**src/rtl/cpu_run_ctrl_pkg.sv**
```systemverilog
// Shared run-control definitions: run-state encodings and default counter width.
// Also used by the top level and the 7-seg display mux.
package cpu_run_ctrl_pkg;

  localparam logic [1:0] RS_OFF    = 2'd0;
  localparam logic [1:0] RS_RUN    = 2'd1;
  localparam logic [1:0] RS_HALTED = 2'd2;
  localparam logic [1:0] RS_RESUME = 2'd3;

  localparam int CNT_W_DEF = 16;

endpackage

```
**src/rtl/cpu_run_ctrl_btn_debounce.sv**
```systemverilog
// Push-button conditioning: 2-flop synchroniser, debounce counter and
// rising-edge detector producing a single-cycle press pulse.
module btn_debounce #(
  parameter int DEBOUNCE_CYC = 4
) (
  input  logic clk,
  input  logic rst,
  input  logic btn,
  output logic press
);

  localparam int DW = $clog2(DEBOUNCE_CYC + 1);

  logic [1:0]    sync_reg;
  logic [DW-1:0] db_cnt_reg;
  logic          stable_reg;
  logic          stable_d_reg;
  logic          press_reg;

  // Bring the raw button into the clock domain.
  always_ff @(posedge clk or negedge rst) begin
    if (!rst) sync_reg <= '0;
    else      sync_reg <= {sync_reg[0], btn};
  end

  // Accept a new level only after it has differed from the accepted level
  // for DEBOUNCE_CYC consecutive cycles; any bounce restarts the count.
  always_ff @(posedge clk or negedge rst) begin
    if (!rst) begin
      db_cnt_reg <= '0;
      stable_reg <= 1'b0;
    end else if (sync_reg[1] != stable_reg) begin
      if (db_cnt_reg == DW'(DEBOUNCE_CYC - 1)) begin
        stable_reg <= sync_reg[1];
        db_cnt_reg <= '0;
      end else begin
        db_cnt_reg <= db_cnt_reg + 1'b1;
      end
    end else begin
      db_cnt_reg <= '0;
    end
  end

  // One-cycle pulse on each accepted rising edge.
  always_ff @(posedge clk or negedge rst) begin
    if (!rst) begin
      stable_d_reg <= 1'b0;
      press_reg    <= 1'b0;
    end else begin
      stable_d_reg <= stable_reg;
      press_reg    <= stable_reg & ~stable_d_reg;
    end
  end

  assign press = press_reg;

endmodule

```
**src/rtl/cpu_run_ctrl.sv**
```systemverilog
// CPU run-control: halt/continue handshake FSM, halt snapshot of the debug
// bus, saturating halt and run-length counters, sticky continue timeout flag.
module cpu_run_ctrl
  import cpu_run_ctrl_pkg::*;
#(
  parameter int DATA_W       = 32,
  parameter int CNT_W        = CNT_W_DEF,
  parameter int DEBOUNCE_CYC = 4,
  parameter int CONT_TIMEOUT = 8
) (
  input  logic              clk,
  input  logic              rst,
  input  logic              btn_continue,
  input  logic              cpu_pwr,
  input  logic              cpu_halted,
  input  logic [DATA_W-1:0] cpu_debug,
  output logic              cpu_continue,
  output logic [DATA_W-1:0] debug_latched,
  output logic [CNT_W-1:0]  halt_count,
  output logic [CNT_W-1:0]  last_run_cycles,
  output logic [1:0]        run_state,
  output logic              cont_err
);

  localparam int TW = $clog2(CONT_TIMEOUT + 1);

  logic              press;
  logic              halt_entry;
  logic [1:0]        state_reg;
  logic              cont_reg;
  logic              err_reg;
  logic [TW-1:0]     to_ctr_reg;
  logic [CNT_W-1:0]  run_ctr_reg;
  logic [DATA_W-1:0] debug_reg;
  logic [CNT_W-1:0]  halt_cnt_reg;
  logic [CNT_W-1:0]  last_run_reg;

  btn_debounce #(
    .DEBOUNCE_CYC(DEBOUNCE_CYC)
  ) u_btn (
    .clk  (clk),
    .rst  (rst),
    .btn  (btn_continue),
    .press(press)
  );

  // Halt entry happens from RUN, or straight from OFF when power comes up halted.
  // A RESUME timeout returns to HALTED without a new snapshot.
  always_comb begin
    halt_entry = cpu_pwr && cpu_halted &&
                 ((state_reg == RS_RUN) || (state_reg == RS_OFF));
  end

  // Run-state FSM with continue handshake, timeout and run-length counter.
  // Loss of power overrides everything; presses outside HALTED are dropped.
  always_ff @(posedge clk or negedge rst) begin
    if (!rst) begin
      state_reg   <= RS_OFF;
      cont_reg    <= 1'b0;
      err_reg     <= 1'b0;
      to_ctr_reg  <= '0;
      run_ctr_reg <= '0;
    end else if (!cpu_pwr) begin
      state_reg <= RS_OFF;
      cont_reg  <= 1'b0;
    end else begin
      case (state_reg)
        RS_OFF: begin
          if (cpu_halted) begin
            state_reg <= RS_HALTED;
          end else begin
            state_reg   <= RS_RUN;
            run_ctr_reg <= '0;
          end
        end
        RS_RUN: begin
          if (cpu_halted) state_reg <= RS_HALTED;
          else if (run_ctr_reg != '1) run_ctr_reg <= run_ctr_reg + 1'b1;
        end
        RS_HALTED: begin
          if (press) begin
            state_reg  <= RS_RESUME;
            cont_reg   <= 1'b1;
            to_ctr_reg <= '0;
          end
        end
        RS_RESUME: begin
          if (!cpu_halted) begin
            state_reg   <= RS_RUN;
            cont_reg    <= 1'b0;
            run_ctr_reg <= '0;
          end else if (to_ctr_reg == TW'(CONT_TIMEOUT - 1)) begin
            state_reg <= RS_HALTED;
            cont_reg  <= 1'b0;
            err_reg   <= 1'b1;
          end else begin
            to_ctr_reg <= to_ctr_reg + 1'b1;
          end
        end
        default: state_reg <= RS_OFF;
      endcase
    end
  end

  // Snapshot the debug bus and update halt statistics on each halt entry.
  always_ff @(posedge clk or negedge rst) begin
    if (!rst) begin
      debug_reg    <= '0;
      halt_cnt_reg <= '0;
      last_run_reg <= '0;
    end else if (halt_entry) begin
      debug_reg    <= cpu_debug;
      last_run_reg <= run_ctr_reg;
      if (halt_cnt_reg != '1) halt_cnt_reg <= halt_cnt_reg + 1'b1;
    end
  end

  assign cpu_continue    = cont_reg;
  assign debug_latched   = debug_reg;
  assign halt_count      = halt_cnt_reg;
  assign last_run_cycles = last_run_reg;
  assign run_state       = state_reg;
  assign cont_err        = err_reg;

endmodule
```
**config.mk**
```make
export PLATFORM = sky130hd
export DESIGN_NAME = cpu_run_ctrl
export DESIGN_NICKNAME = d
export VERILOG_FILES = /design/src/rtl/cpu_run_ctrl_pkg.sv /design/src/rtl/cpu_run_ctrl_btn_debounce.sv /design/src/rtl/cpu_run_ctrl.sv
export SDC_FILE = /design/constraint.sdc
export NUM_CORES = 1
export LEC_CHECK = 0
export CAP_MARGIN = 0
export CORE_MARGIN = 8
export CORE_UTILIZATION = 49
export CTS_CLUSTER_DIAMETER = 40
export DETAILED_ROUTE_END_ITERATION = 10
export PLACE_DENSITY_LB_ADDON = 0.25
export SLEW_MARGIN = 25
export SYNTH_ARGS = -nofsm -noshare
export SYNTH_HDL_FRONTEND = slang
export SYNTH_SLANG_ARGS = --single-unit
```
**constraint.sdc**
```tcl
create_clock -name clk -period 3.1 [get_ports clk]
set_clock_uncertainty 0.2 [all_clocks]
set_input_delay 0.465 -clock clk [delete_from_list [all_inputs] [get_ports clk]]
set_output_delay 0.465 -clock clk [all_outputs]
set_load 0.02 [all_outputs]
```
run_1/placement_by_type.png
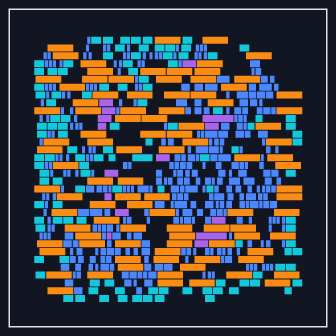
Key: purple = clock drivers and dummy loads [cells 15]; blue = combinational and other logic [cells 335]; orange = sequential cells [cells 96]; cyan = remaining buffers and delay cells [cells 115]

run_1/flops_by_reg.png
Other sequential cells in the stronger grey, the rest of the logic in the fainter grey.
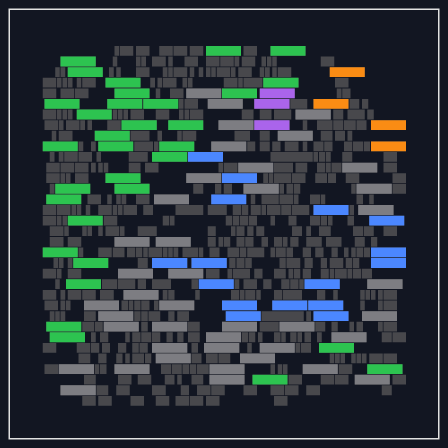
Key: purple = u_btn.db_cnt_reg [flops 3]; orange = to_ctr_reg [flops 4, where upper right]; green = debug_latched [flops 32]; blue = run_ctr_reg [flops 16]
Another 41 sequential cells are not coloured.
FF+latch area: 0.00240 mm²
seq pwr: 2.05 mW

==> job_summary.md, run 1 <==
### Metrics collected by this job

| Metric | Value |
|---|---|
| Outcome | completed |
| Worst slew pin tran | 826 ps |
| Top FF cell, synth | dfrtp_1 |
| Endpoints failing hold | 0 |
| Layout cell share with drive strength beyond 1 | 0.0624 |
| PD cells | 931 mW/mm² |
| Slowest-stage cell, CP | or4_4 |
| Post-layout period usage | 0.899 |
| Cell Count, Final, Fillers Out | 669 |
| P_leak | 2.61 nW |
| Post-synthesis cell area | 0.00431 mm² |
| WP buf/inv | 1 |
| Worst Path Max Fanout | 11 |
| Worst slew margin | 0.442 |
| CP cell instances | inv_1 -> ha_1 -> nor2b_1 -> or4_4 -> or4_1 -> a21oi_1 |
| Routed wl met2 | 5.05 mm |
| Distinct cells, synth | 48 |
| Max-cap violations | 0 |
| Total Power | 5.33 mW |
| Yosys stat cell total | 448 |
| Worst hold path class | reg2reg |
| Place WS | 382 ps |
| Xor+xnor area frac | 0.0244 |
| Net Sw Frac | 0.396 |
| CTS tree | built |
| Final core occ | 0.663 |
| Setup Buffers After CTS | 0 |
| Antenna violations before repair | 0 |
run_1/metal_density.png
22 x 22 tiles, from dark blue (low) to red (high), scaled to the fullest tile. Values are wire area over tile area, all layers added.
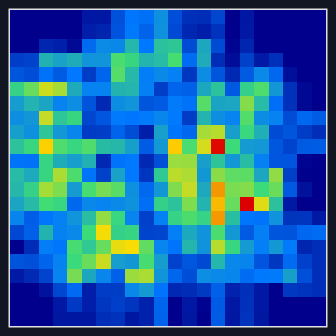
14% of the tiles are nearly empty. The fullest tile reaches 0.55. The mean over all tiles is 0.14. The emptiest ninth of the die: upper right.
Avg WL per Cell: 15.8 µm
DR vias: 3611

run_1/clocks.png
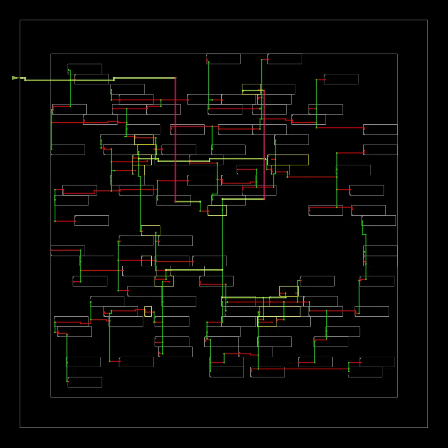
flip-flops: 96
clock buffer count: 10
Num CTS Buffers: 9
worst skew pair latency: 360 ps
Clk power: 893 µW

==> run 1: power by group through the flow <==
stage               logic (mW)  clock network, mW  registers [mW]
CTS                       2.41              0.917            2.05
detailed placement        2.39                  0            2.07
global route              2.64              0.960            2.12
global placement          2.35                  0            2.05
finish                    2.38              0.893            2.05
floorplan                0.970                  0            2.43
==> run 1: routing by layer <==
layer | up-vias | track usage
li1 | 1768 | -
met1 | 1735 | 0.217
met2 | 99 | 0.300
met3 | 9 | 0.0733
met4 | 0 | 0.0627
met5 | - | 0
==> run 1: final cells by class <==
cell class | instances | share of cell area
multi-input cells | 316 | 0.308
repair buffers | 115 | 0.198
flip-flops and latches | 96 | 0.420
well taps | 108 | 0.0236
inverters | 19 | 0.0125
clock inverters | 5 | 0.0142
clock buffers | 10 | 0.0240
run_1/clk_routes.png
Bar = 20 µm.
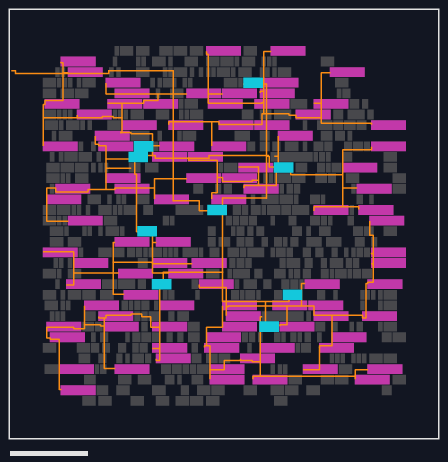

==> run 2, diff against run 1 <==
- CORE_ASPECT_RATIO: not set -> 1.1
run_2/clk_routes.png
Bar = 20 µm.
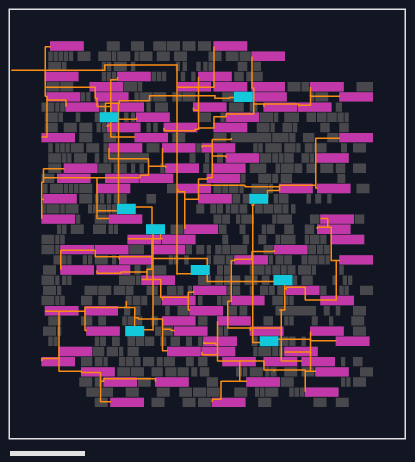
Key: cyan = clock drivers [count 9]; magenta = flip-flops [count 96]; orange = clock wires [length 1160 µm]
Position of the flops: all over the die. There are 10 routed clock nets.

==> run 2 against run 1 <==
Setup slack gained 72 ps. Critical path type unchanged. Largest cell class unchanged. Routed wire length increased by 0.65%. Clock power grew 7.8%.
==> job_summary.md, run 2 <==
### Metrics collected by this job

| Metric | Value |
|---|---|
| Worst slew margin | 0.462 |
| Comb_multi_in | 316 |
| Yosys stat cell total | 448 |
| Routed wl met2 | 5.22 mm |
| Outcome | completed |
| Setup Buffers After CTS | 0 |
| Signal buf overhead | 0.194 |
| Worst hold path class | reg2reg |
| Seq pwr | 2.05 mW |
| Layout cell share with drive strength beyond 1 | 0.0607 |
| Distinct cells, synth | 48 |
| Antenna violations before repair | 0 |
| Met3 GRT Util | 0.0755 |
| WP buf/inv | 1 |
| Tap Count | 114 |
| Worst slew pin tran | 796 ps |
| DR vias | 3622 |
| Clock-cell share of area | 0.0409 |
| Most used routing layer | met2 |
| Clock buffer count | 9 |
| Worst Path Max Fanout | 11 |
| Flip-flops | 96 |
| Worst skew pair latency | 370 ps |
| Register share of the cell area | 0.420 |
| Comb area share | 0.308 |
| Post-synthesis cell area | 0.00431 mm² |
| Met1 Usage GRT | 0.205 |
| Num CTS Buffers | 9 |
| Largest cell class by area | flip-flops and latches |
| Net Sw Frac | 0.394 |
| CTS tree | built |
| Clk power | 963 µW |
| Post-layout period usage | 0.876 |
==> run 2: cell counts after synthesis <==
No cell type changed its count.
==> run 2: cells by family after synthesis <==
family / Yosys count
AOI/OAI and AO/OA: 69
xor gates and xnor gates: 12
adders and majority gates: 8
buffers and inverters: 36
DFF: 96
muxes: 10
and+or+nand+nor: 217
==> run 2: stage by stage <==
| step | instances | power, mW | hold slack (ps) | util |
|---|---|---|---|---|
| after floorplan | 448 | 3.40 | -30.6 | - |
| after global placement | 657 | 4.38 | 132 | 0.630 |
| after detailed placement | 657 | 4.46 | 150 | 0.630 |
| after CTS | 674 | 5.43 | 162 | 0.658 |
| after global routing | 674 | 5.76 | 171 | 0.658 |
| final | 674 | 5.39 | 167 | 0.658 |
run_2/placement_by_type.png
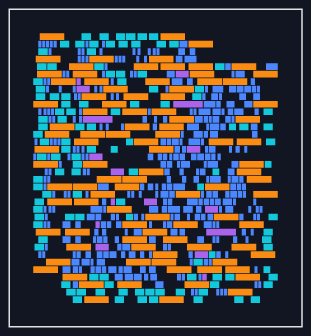

==> run 3, diff against run 2 <==
- CORE_MARGIN: 8 -> 2
run_3/placement_by_type.png
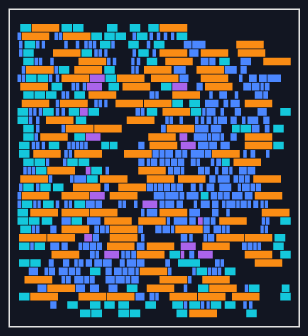
Key: cyan = remaining buffers and delay cells [cells 111]; orange = sequential cells [cells 96]; purple = clock drivers and dummy loads [cells 16]; blue = combinational and other logic [cells 335]
row count: 35
core area: 0.00845 mm²

==> run 3 against run 2 <==
Combinational power barely moved. First-iteration DRC count grew 55%. Largest cell class unchanged. Final area fell by 1.2%.
==> job_summary.md, run 3 <==
### Metrics collected by this job

| Metric | Value |
|---|---|
| Largest cell class by area | flip-flops and latches |
| Flip-flops | 96 |
| Xor+xnor area frac | 0.0244 |
| PD cells | 912 mW/mm² |
| CTS tree | built |
| Num CTS Buffers | 9 |
| Yosys stat cell total | 448 |
| DR vias | 3626 |
| Top FF cell, synth | dfrtp_1 |
| Place WS | 413 ps |
| Register share of the cell area | 0.425 |
| Signal buf overhead | 0.196 |
| Antenna violations before repair | 0 |
| Final core occ | 0.669 |
| Worst slew pin tran | 822 ps |
| Outcome | completed |
| Worst slew margin | 0.445 |
| Post-synthesis cell area | 0.00431 mm² |
| Distinct cells, synth | 48 |
| Worst hold path class | reg2reg |
| Met1 Usage GRT | 0.275 |
| Worst Path Max Fanout | 11 |
| Signal buffers | 111 |
| Cell Count, Final, Fillers Out | 669 |
| CP cell instances | inv_1 -> ha_1 -> nor2b_1 -> or4_4 -> or4_1 -> a21oi_1 |
| Post-layout period usage | 0.873 |
| Placed cell count | 652 |
| Setup Buffers After CTS | 0 |
| Comb_multi_in | 316 |
| P_leak | 2.56 nW |
| Inverters | 19 |
| Total Power | 5.15 mW |
-- run 3: cell types whose count changed in the layout (fill, tap and decap cells not counted) --
cell / previous run / this run
buf_4: 9 / 6
bufinv_16: 3 / 0
clkinvlp_4: 0 / 3
clkinv_2: 4 / 2
buf_12: 0 / 1
clkbuf_1: 0 / 1
clkbuf_8: 9 / 10
-- run 3: worst max-delay path, delay by kind of cell (launching register included) --
| family | cells | cell delay (ps) |
|---|---|---|
| AND-OR/OR-AND | 1 | 150 |
| AND/OR/NAND/NOR | 3 | 1360 |
| adder cells (fa/ha/maj) | 1 | 440 |
| flip-flops | 1 | 420 |
| buffers and inverters | 1 | 90 |
-- run 3: where the power goes --
group / internal (mW) / total (mW) / switching, mW
combinational: 1.03 / 2.37 / 1.34
sequential: 1.70 / 2.05 / 0.344
clock: 0.311 / 0.740 / 0.428
No activity file was given, so power comes from the tool's default toggle rates.
